--- config.mk ---
export PLATFORM = sky130hd
export DESIGN_NAME = mem_arbiter
export DESIGN_NICKNAME = d
export VERILOG_FILES = /design/src/rtl/mem_arbiter.sv
export SDC_FILE = /design/constraint.sdc
export NUM_CORES = 1
export LEC_CHECK = 0
export CORE_AREA = 2 2 146 148
export CTS_CLUSTER_DIAMETER = 200
export DETAILED_ROUTE_END_ITERATION = 16
export DIE_AREA = 0 0 148 150
export GPL_ROUTABILITY_DRIVEN = 0
export SKIP_LAST_GASP = 1
export SLEW_MARGIN = 20
export SYNTH_ARGS = -nofsm -noshare
export SYNTH_HDL_FRONTEND = slang
export SYNTH_SLANG_ARGS = --single-unit
--- constraint.sdc ---
create_clock -name clk -period 3.5 [get_ports clk]
set_input_delay 0.525 -clock clk [delete_from_list [all_inputs] [get_ports clk]]
set_output_delay 0.525 -clock clk [all_outputs]
set_load 0.005 [all_outputs]
--- src/rtl/mem_arbiter.sv ---
// mem_arbiter
//   Merges the instruction-fetch port (i_mem_*) and the LSQ port (lsq_mem_*) onto a single
//   physical-memory port. Only one transaction is outstanding at a time, and a registered grant
//   FSM (IDLE, I_BUSY, D_BUSY, DRAIN) arbitrates between the two clients. Fetches return two
//   words and loads return the low word. Stores place their data and byte mask in the low half
//   of the wide memory port.
//
// Configuration
//   MEM_ARB_RR_EN : when defined, a 1-bit last-granted register alternates grants on a
//                   simultaneous fetch+LSQ request. When undefined, the LSQ has fixed priority.
//
// Ports
//   clk, rst              clock; synchronous active-high reset
//   i_mem_read            fetch request, held until i_mem_resp
//   i_mem_address         fetch address (word aligned)
//   i_mem_resp            1-cycle fetch completion pulse
//   i_mem_rdata           {word@addr+4, word@addr}
//   lsq_mem_read/_write   LSQ load/store request, held until lsq_mem_resp (never both)
//   lsq_mem_address       LSQ address
//   lsq_mem_wdata         store data
//   lsq_mem_byte_enable   store byte mask
//   lsq_mem_resp          1-cycle LSQ completion pulse
//   lsq_mem_rdata         load data (low word of mem_rdata)
//   mem_read/mem_write    registered memory strobes, held until mem_resp
//   mem_address           registered memory address
//   mem_wdata             {0, store data}
//   mem_byte_enable       {0, store byte mask}; 0 for reads
//   mem_resp              memory completion pulse
//   mem_rdata             {word@addr+4, word@addr}

module mem_arbiter #(
    parameter int unsigned width = 32
) (
    input  logic                 clk,
    input  logic                 rst,

    input  logic                 i_mem_read,
    input  logic [width-1:0]     i_mem_address,
    output logic                 i_mem_resp,
    output logic [2*width-1:0]   i_mem_rdata,

    input  logic                 lsq_mem_read,
    input  logic                 lsq_mem_write,
    input  logic [width-1:0]     lsq_mem_address,
    input  logic [width-1:0]     lsq_mem_wdata,
    input  logic [width/8-1:0]   lsq_mem_byte_enable,
    output logic                 lsq_mem_resp,
    output logic [width-1:0]     lsq_mem_rdata,

    output logic                 mem_read,
    output logic                 mem_write,
    output logic [width-1:0]     mem_address,
    output logic [2*width-1:0]   mem_wdata,
    output logic [width/4-1:0]   mem_byte_enable,
    input  logic                 mem_resp,
    input  logic [2*width-1:0]   mem_rdata
);

    typedef enum logic [1:0] {
        StIdle,
        StIBusy,
        StDBusy,
        StDrain
    } state_e;

    state_e               state_q;
    logic [width-1:0]     addr_q;
    logic [width-1:0]     wdata_q;
    logic [width/8-1:0]   be_q;
    logic                 read_q;
    logic                 write_q;

    logic fetch_req;
    logic lsq_req;
    logic lsq_wins;
    logic grant_lsq;
    logic grant_fetch;

    assign fetch_req = i_mem_read;
    assign lsq_req   = lsq_mem_read | lsq_mem_write;

    // Grant decisions are only taken in IDLE; lsq_wins resolves a same-cycle collision.
    assign grant_lsq   = (state_q == StIdle) && lsq_req && (!fetch_req || lsq_wins);
    assign grant_fetch = (state_q == StIdle) && fetch_req && !grant_lsq;

`ifdef MEM_ARB_RR_EN
    // 1 = fetch was granted last; reset state favours the LSQ on the first collision.
    logic last_fetch_q;

    always_ff @(posedge clk) begin
        if (rst) begin
            last_fetch_q <= 1'b1;
        end else if (grant_lsq) begin
            last_fetch_q <= 1'b0;
        end else if (grant_fetch) begin
            last_fetch_q <= 1'b1;
        end
    end

    assign lsq_wins = last_fetch_q;
`else
    assign lsq_wins = 1'b1;
`endif

    // Grant FSM. Memory strobes and request fields come only from these registers.
    always_ff @(posedge clk) begin
        if (rst) begin
            state_q <= StIdle;
            addr_q  <= '0;
            wdata_q <= '0;
            be_q    <= '0;
            read_q  <= 1'b0;
            write_q <= 1'b0;
        end else begin
            unique case (state_q)
                StIdle: begin
                    // mem_resp arriving here belongs to no live transaction and is ignored.
                    if (grant_lsq) begin
                        state_q <= StDBusy;
                        addr_q  <= lsq_mem_address;
                        wdata_q <= lsq_mem_wdata;
                        be_q    <= lsq_mem_write ? lsq_mem_byte_enable : '0;
                        read_q  <= lsq_mem_read;
                        write_q <= lsq_mem_write;
                    end else if (grant_fetch) begin
                        state_q <= StIBusy;
                        addr_q  <= i_mem_address;
                        wdata_q <= '0;
                        be_q    <= '0;
                        read_q  <= 1'b1;
                        write_q <= 1'b0;
                    end
                end
                StIBusy: begin
                    if (mem_resp) begin
                        state_q <= StIdle;
                        read_q  <= 1'b0;
                        write_q <= 1'b0;
                    end else if (!fetch_req) begin
                        // Fetch withdrawn (flush): let memory finish, but swallow the response.
                        state_q <= StDrain;
                    end
                end
                StDBusy: begin
                    if (mem_resp) begin
                        state_q <= StIdle;
                        read_q  <= 1'b0;
                        write_q <= 1'b0;
                    end else if (!lsq_req) begin
                        state_q <= StDrain;
                    end
                end
                StDrain: begin
                    if (mem_resp) begin
                        state_q <= StIdle;
                        read_q  <= 1'b0;
                        write_q <= 1'b0;
                    end
                end
                default: begin
                    state_q <= StIdle;
                    read_q  <= 1'b0;
                    write_q <= 1'b0;
                end
            endcase
        end
    end

    assign mem_read        = read_q;
    assign mem_write       = write_q;
    assign mem_address     = addr_q;
    assign mem_wdata       = {{width{1'b0}}, wdata_q};
    assign mem_byte_enable = {{(width/8){1'b0}}, be_q};

    // Completion is passed straight through in the mem_resp cycle; a client that has
    // already dropped its request never sees a response.
    assign i_mem_resp    = (state_q == StIBusy) && mem_resp && fetch_req;
    assign lsq_mem_resp  = (state_q == StDBusy) && mem_resp && lsq_req;
    assign i_mem_rdata   = mem_rdata;
    assign lsq_mem_rdata = mem_rdata[width-1:0];

endmodule

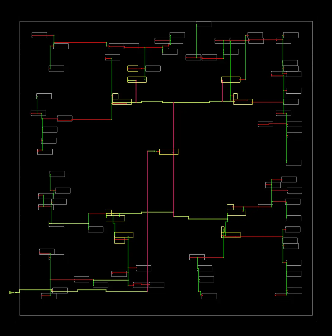
**Above:** clock wiring as the flow saved it.
Clk. pwr: 883 uW
Final Skew: 0.00676 ns
flop count: 72
clock buffers: 12

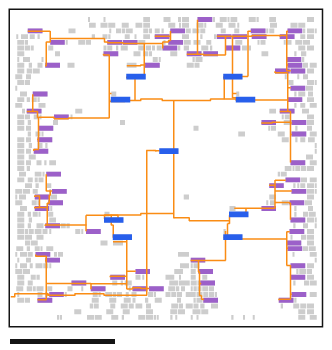
**Above:** routed clock nets over the placement.
Bar = 50 um.
Blue stands for clock drivers, count 9. Orange stands for clock wires, length 1,270 um. Purple stands for flip-flops, count 72.
There are 10 routed clock nets.

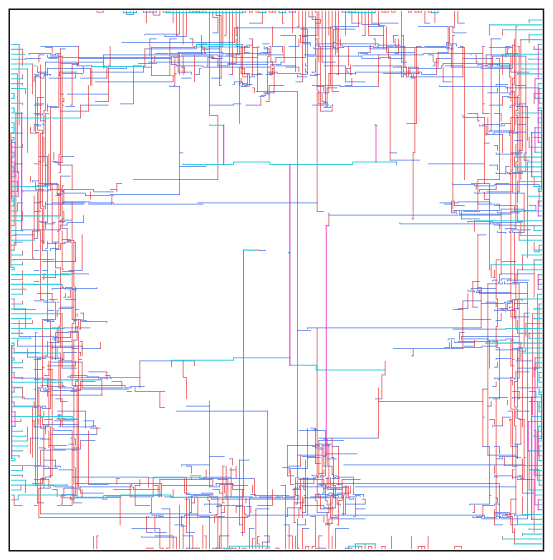
**Above:** routed metal, one colour a layer.
Magenta stands for metal 4, wire length 495 um. Cyan stands for metal 3, wire length 1,160 um. Blue stands for metal 1, wire length 4,340 um. Red stands for metal 2, wire length 5,270 um.

==> results.py <==
# Physical implementation metrics
metrics = {
    "critical_path": {
        "r2r_slack_ns": 1.29,
        "cp.required_ns": 2.97,
        "cp-endpoint": "lsq_mem_resp",
    },
    "sta": {
        "period_minus_slack_ns": 2.54,
        "rsz0062_at_grt": "false",
    },
    "synth": {
        "ys_chip_area_um2": 4040,
    },
    "grt": {
        "grt_max_degree": 66,
        "globalRoute.totalOverflow": 0,
    },
    "final_layout": {
        "fin_cells": 816,
        "final_common_cell": "clkdlybuf4s50_1",
        "final_nets": 711,
    },
    "run_status": {
        "status": "complete, no violations",
    },
    "clock_tree": {
        "cts_root_buf": "clkbuf_16",
        "clkLatencyLatePin_ns": 0.33,
        "cts.sinks": 72,
    },
    "placement": {
        "dp.final_hpwl_um": 8090,
    },
    "power": {
        "sequentialPowerShare_pct": 31.8,
        "fin_total_pwr_uw": 3800,
        "power.share.switching_pct": 35.5,
        "p_per_area_nw_per_um2": 695,
    },
    "worst_hold_path": {
        "whs_endpoint": "be_q[3]",
    },
    "floorplan": {
        "die_width_um": 148,
    },
    "detailed_routing": {
        "routed_wl_um": 11300,
        "post_drt_wl_per_cell_um": 13.8,
    },
}
## Yosys cell counts
cell	instances	share of area (%)
dfxtp_1	72	36
nand2_1	1	0.093
clkbuf_1	20	1.9
nand2b_1	2	0.31
and2_1	1	0.15
or4b_4	1	0.34
nand3b_1	33	6.1
a22oi_1	33	6.1
buf_2	6	0.74
or2_4	1	0.22
o21a_1	1	0.19
o21ai_2	1	0.22
a21oi_1	1	0.12
a221oi_1	2	0.43
inv_1	2	0.19
buf_6	7	1.9
o221ai_2	1	0.37
and3_1	2	0.31
a32oi_1	5	1.1
a211oi_1	34	6.3
conb_1	1	0.093
buf_4	133	25
ha_1	5	1.5
buf_1	1	0.093
nor2_1	72	6.7
o21ai_0	33	4.1
## layout make-up
class	count	area [um2]	share of cell area [%]
inverters	2	7.51	0.137
clock inverters	4	28.8	0.527
multi-input cells	265	1550	28.4
clock buffers	12	256	4.70
flip-flops and latches	72	1440	26.4
well taps	275	344	6.30
repair buffers	186	1830	33.6
## critical path, cell delays in order
cell and delay (ns):
clkdlybuf4s50_1 0.40, buf_4 0.18, or2_4 0.28, and3_1 0.18
clkdlybuf4s50_1 0.44
## metal layers
metal	up-vias	part of all wire (%)	GRT usage (%)
li1	1580	-	-
met4	0	4.4	6.29
met1	1454	39	10.5
met2	190	47	16.4
met5	-	0	0
met3	55	10	4.12
## power by group through the flow
stage	Clock, uW	Combinational (uW)	Sequential, uW
2_1_floorplan	0	1050	1230
3_3_place_gp	0	1730	1220
3_5_place_dp	0	1730	1220
4_1_cts	927	1740	1210
5_1_grt	964	1890	1240
6_report	883	1710	1210
## flip-flops by register name, summed over array words and instances, names as in the netlist
signal       count
mem_read         1
be_q             4
mem_address     32
mem_write        1
state_q          2
wdata_q         32
Power figures rest on the tool's default switching activity, not on a simulated workload.
